--- src/rtl/instr_fetch_unit.sv ---
// Instruction fetch stage: owns the PC, fetches over a variable-latency memory
// handshake and hands the IR to decode. Optional halt detection: IFU_HALT_DETECT_EN.
module instr_fetch_unit #(
  parameter int                 INSTR_W  = 24,
  parameter int                 PC_W     = 16,
  parameter logic [PC_W-1:0]    RESET_PC = {PC_W{1'b0}},
  parameter int                 PC_STEP  = 1
) (
  input  logic               clk,
  input  logic               rst_n,
  output logic               imem_req,
  output logic [PC_W-1:0]    imem_addr,
  input  logic [INSTR_W-1:0] imem_rdata,
  input  logic               imem_valid,
  output logic [INSTR_W-1:0] instr,
  output logic [3:0]         opcode,
  output logic [PC_W-1:0]    instr_pc,
  output logic               instr_valid,
  input  logic               instr_ready,
`ifdef IFU_HALT_DETECT_EN
  output logic               halted,
`endif
  input  logic               redirect,
  input  logic [PC_W-1:0]    redirect_pc
);

  typedef enum logic [1:0] {
    FETCH  = 2'd0,
    HOLD   = 2'd1,
    FLUSH  = 2'd2
`ifdef IFU_HALT_DETECT_EN
    , HALTED = 2'd3
`endif
  } state_t;

  state_t            state_r;
  logic [PC_W-1:0]   pc_r;
  logic [PC_W-1:0]   pc_next_s;

  assign pc_next_s = pc_r + PC_W'(PC_STEP);
  assign imem_addr = pc_r;
  assign opcode    = instr[INSTR_W-1 -: 4];

  // Fetch FSM with PC, IR and handshake outputs all held in registers.
  always_ff @(posedge clk) begin
    if (!rst_n) begin
      state_r     <= FETCH;
      pc_r        <= RESET_PC;
      imem_req    <= 1'b0;
      instr       <= {INSTR_W{1'b0}};
      instr_pc    <= {PC_W{1'b0}};
      instr_valid <= 1'b0;
`ifdef IFU_HALT_DETECT_EN
      halted      <= 1'b0;
`endif
    end else begin
      case (state_r)
        FETCH: begin
          if (redirect) begin
            pc_r        <= redirect_pc;
            instr_valid <= 1'b0;
            // An unanswered request must be drained before refetching.
            if (imem_valid || !imem_req) begin
              state_r  <= FETCH;
              imem_req <= 1'b1;
            end else begin
              state_r  <= FLUSH;
              imem_req <= 1'b0;
            end
          end else if (imem_valid) begin
            instr       <= imem_rdata;
            instr_pc    <= pc_r;
            pc_r        <= pc_next_s;
            instr_valid <= 1'b1;
            state_r     <= HOLD;
            imem_req    <= 1'b0;
          end else begin
            imem_req <= 1'b1;
          end
        end

        HOLD: begin
          if (redirect) begin
            pc_r        <= redirect_pc;
            instr_valid <= 1'b0;
            state_r     <= FETCH;
            imem_req    <= 1'b1;
          end else if (instr_ready) begin
            instr_valid <= 1'b0;
`ifdef IFU_HALT_DETECT_EN
            if (opcode == 4'b1111) begin
              state_r  <= HALTED;
              imem_req <= 1'b0;
              halted   <= 1'b1;
            end else begin
              state_r  <= FETCH;
              imem_req <= 1'b1;
            end
`else
            state_r  <= FETCH;
            imem_req <= 1'b1;
`endif
          end else begin
            imem_req <= 1'b0;
          end
        end

        FLUSH: begin
          instr_valid <= 1'b0;
          if (redirect) begin
            pc_r <= redirect_pc;
          end else begin
            pc_r <= pc_r;
          end
          // The stale response is always swallowed, even alongside a redirect.
          if (imem_valid) begin
            state_r  <= FETCH;
            imem_req <= 1'b1;
          end else begin
            imem_req <= 1'b0;
          end
        end

`ifdef IFU_HALT_DETECT_EN
        HALTED: begin
          instr_valid <= 1'b0;
          if (redirect) begin
            pc_r     <= redirect_pc;
            state_r  <= FETCH;
            imem_req <= 1'b1;
            halted   <= 1'b0;
          end else begin
            imem_req <= 1'b0;
          end
        end
`endif

        default: begin
          state_r     <= FETCH;
          imem_req    <= 1'b0;
          instr_valid <= 1'b0;
        end
      endcase
    end
  end

endmodule

--- config.mk ---
export PLATFORM = sky130hd
export DESIGN_NAME = instr_fetch_unit
export DESIGN_NICKNAME = d
export VERILOG_FILES = /design/src/rtl/instr_fetch_unit.sv
export SDC_FILE = /design/constraint.sdc
export NUM_CORES = 1
export LEC_CHECK = 0
export ABC_AREA = 1
export CAP_MARGIN = 20
export CORE_ASPECT_RATIO = 0.75
export CORE_MARGIN = 8
export CORE_UTILIZATION = 40
export CTS_CLUSTER_DIAMETER = 40
export DETAILED_ROUTE_END_ITERATION = 8
export GPL_TIMING_DRIVEN = 0
export PLACE_DENSITY = 0.74
export SKIP_CTS_REPAIR_TIMING = 1
export SLEW_MARGIN = 25
export SYNTH_ARGS = -nofsm -noshare
export SYNTH_HDL_FRONTEND = slang
export SYNTH_SLANG_ARGS = --single-unit
--- constraint.sdc ---
create_clock -name clk -period 3.51 [get_ports clk]
set_input_delay 0.702 -clock clk [delete_from_list [all_inputs] [get_ports clk]]
set_output_delay 0.702 -clock clk [all_outputs]
set_load 0.02 [all_outputs]
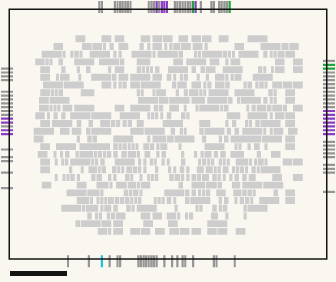
Fig. 1. I/O pins on the die edge.
Bar = 20 microns. Pins as bars across the die edge, other pins in grey.
| port | colour | pins | direction | edge |
|---|---|---|---|---|
| opcode | green | 4 | output | 2 right, 2 top |
| instr_pc | purple | 16 | output | 7 right, 5 top, 4 left |
| instr_valid | cyan | 1 | output | bottom |
all pins by edge: 34 top, 29 right, 23 bottom, 21 left

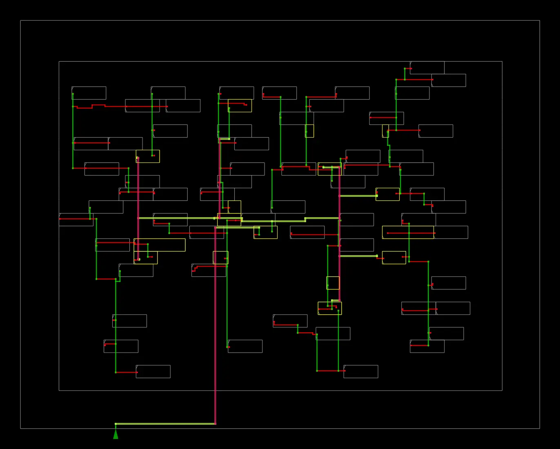
Fig. 2. Clock routing.
Clock Power: 0.676 mW
clk_skew: 0.00574 ns
worst skew pair latency: 0.33 ns
total CTS buffers: 9

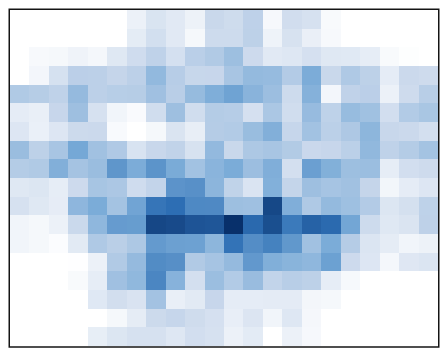
Fig. 3. Signal metal coverage by tile.
22 x 18 tiles, from white (low) to dark blue (high), scaled to the fullest tile. Values are wire area over tile area, all layers added.
densest ninth of the die: centre
mean over tiles: 0.15
tiles over half the peak: 9.6%
nearly empty tiles: 18%
fullest tile: 0.61

## synth_stat cells
master,instances
o21ai_0,51
nand2_1,56
inv_1,22
xor2_1,3
clkbuf_1,7
nand4_1,4
inv_2,1
clkbuf_2,1
o21ai_1,2
o21a_1,1
nor2_2,2
dfxtp_1,60
buf_6,2
a21o_1,1
ha_1,5
nor2_4,1
nand3b_1,1
a211oi_1,1
a21oi_1,30
clkinv_2,1
buf_4,6
nor3_1,3
a31oi_1,3
buf_2,8
o21ai_2,1
nor2_1,101
or2_2,3
nand3_1,12
o211ai_1,2
## tightest hold or removal path, cell delays in order, from the launching register on
cell and delay, ns:
dfxtp_1 0.31, nand2_1 0.06, a21oi_1 0.05
## sequential cells by signal, summed over array words and instances (netlist names)
name,flops
instr,24
imem_addr,16
instr_pc,16
state_r,2
imem_req,1
instr_valid,1
==> flow_summary_export.csv <==
group,metric,value,unit
yosys,synth_flops,60,
worst_setup_path,required,2.81,ns
yosys,top_cells_by_area,"dfxtp_1, nor2_1, o21ai_0, nand2_1, a21oi_1",
layout,sh_comb_area,31.8,%
timing,post-route-period-util,63.6,%
timing,holdWs,0.465,ns
job,warning_count,29,
timing,min_period,2.23,ns
layout,drive_gt1_share,8.01,%
outcome,outcome,"completed",
placement,dp_hpwl,6900,microns
detailed_routing,wl_met2,3990,microns
layout,lay_top_count,"clkdlybuf4s50_1",
yosys,yosysSeqAreaShare,43.8,%
floorplan,die_h,87.7,microns
timing,max_freq,448,MHz
yosys,yosysChipArea,0.00274,sq mm
detailed_routing,post-route-drc-count,0,
power_and_ir_drop,top_power_group,"registers",
worst_setup_path,critPathCapture,"imem_addr[8]",
layout,final_util,61.1,%
grt,grt_usage,18.1,%
worst_setup_path,reg2reg_depth,7,
power_and_ir_drop,pwr-share-comb,26.0,%
detailed_routing,wl_per_cell,15.0,microns
job,drv_cap,0,
worst_hold_path,holdPathStages,2,
placement,place_inst,580,
layout,design_area,0.00411,sq mm
detailed_routing,ant_nets,0,
placement,gp_congestion,0.922,
worst_setup_path,cp-end-kind,"output pin",
layout,bufAreaShareNonClock,28.9,%
grt,grt_pass1_wl,14000,microns
layout,clkbuf_count,10,
worst_hold_path,min_to,"instr_valid",
worst_setup_path,reg2reg_from,"state_r[0]",
placement,placed_area,0.00390,sq mm
layout,n_all_inverters,24,
clocking,clockRootBuffer,"clkbuf_8",
grt,use_met2,28.4,%
layout,n_fill_cell,616,
worst_setup_path,cp_top_family,"buffers and inverters",
floorplan,core-area,0.00673,sq mm
yosys,synth_cell_type_count,29,
power_and_ir_drop,seq-power,0.811,mW
layout,area_growth,50.1,%
worst_setup_path,r2r-end,"imem_addr[2]",
worst_setup_path,cp_num_cells,1,
power_and_ir_drop,ir_worst_vdd,0.335,mV
floorplan,nWellTaps,84,
yosys,synth_area_per_cell,7.01,sq um
power_and_ir_drop,p_leak,1.69,nW
power_and_ir_drop,clkPwrFrac,33.6,%
power_and_ir_drop,power_switching,0.622,mW
layout,seq_share,29.2,%
detailed_routing,viasPerCell,4.98,
grt,grt_pass1_vias,2777,
detailed_routing,vias,2971,
floorplan,fp_util,40.7,%
clocking,htree_levels,3,
floorplan,die_x,112,microns
layout,nMultiInputCombCells,283,
worst_setup_path,slowest_stage,"clkdlybuf4s50_1",
power_and_ir_drop,p_per_area,489,mW/mm^2
worst_setup_path,cp-start-kind,"flip-flop",
worst_hold_path,hold_start,"instr_valid",
yosys,synthMuxAreaShare,0,%
timing,finalMaxSlewViolations,0,
clocking,clkTransAtPathRegs,0.07,ns
grt,antenna_found_initial,0,
layout,nNonClkBuffers,129,
yosys,yosysTopAreaCellShare,43.8,%
worst_setup_path,worst-setup-path-type,"flip-flop to output pin",
power_and_ir_drop,switching_share,31.0,%
timing,slew-limit-headroom,62.8,%
detailed_routing,routed_wl,8940,microns
detailed_routing,first_pass_iters,5,
Power is estimated from default activity; no workload was simulated.
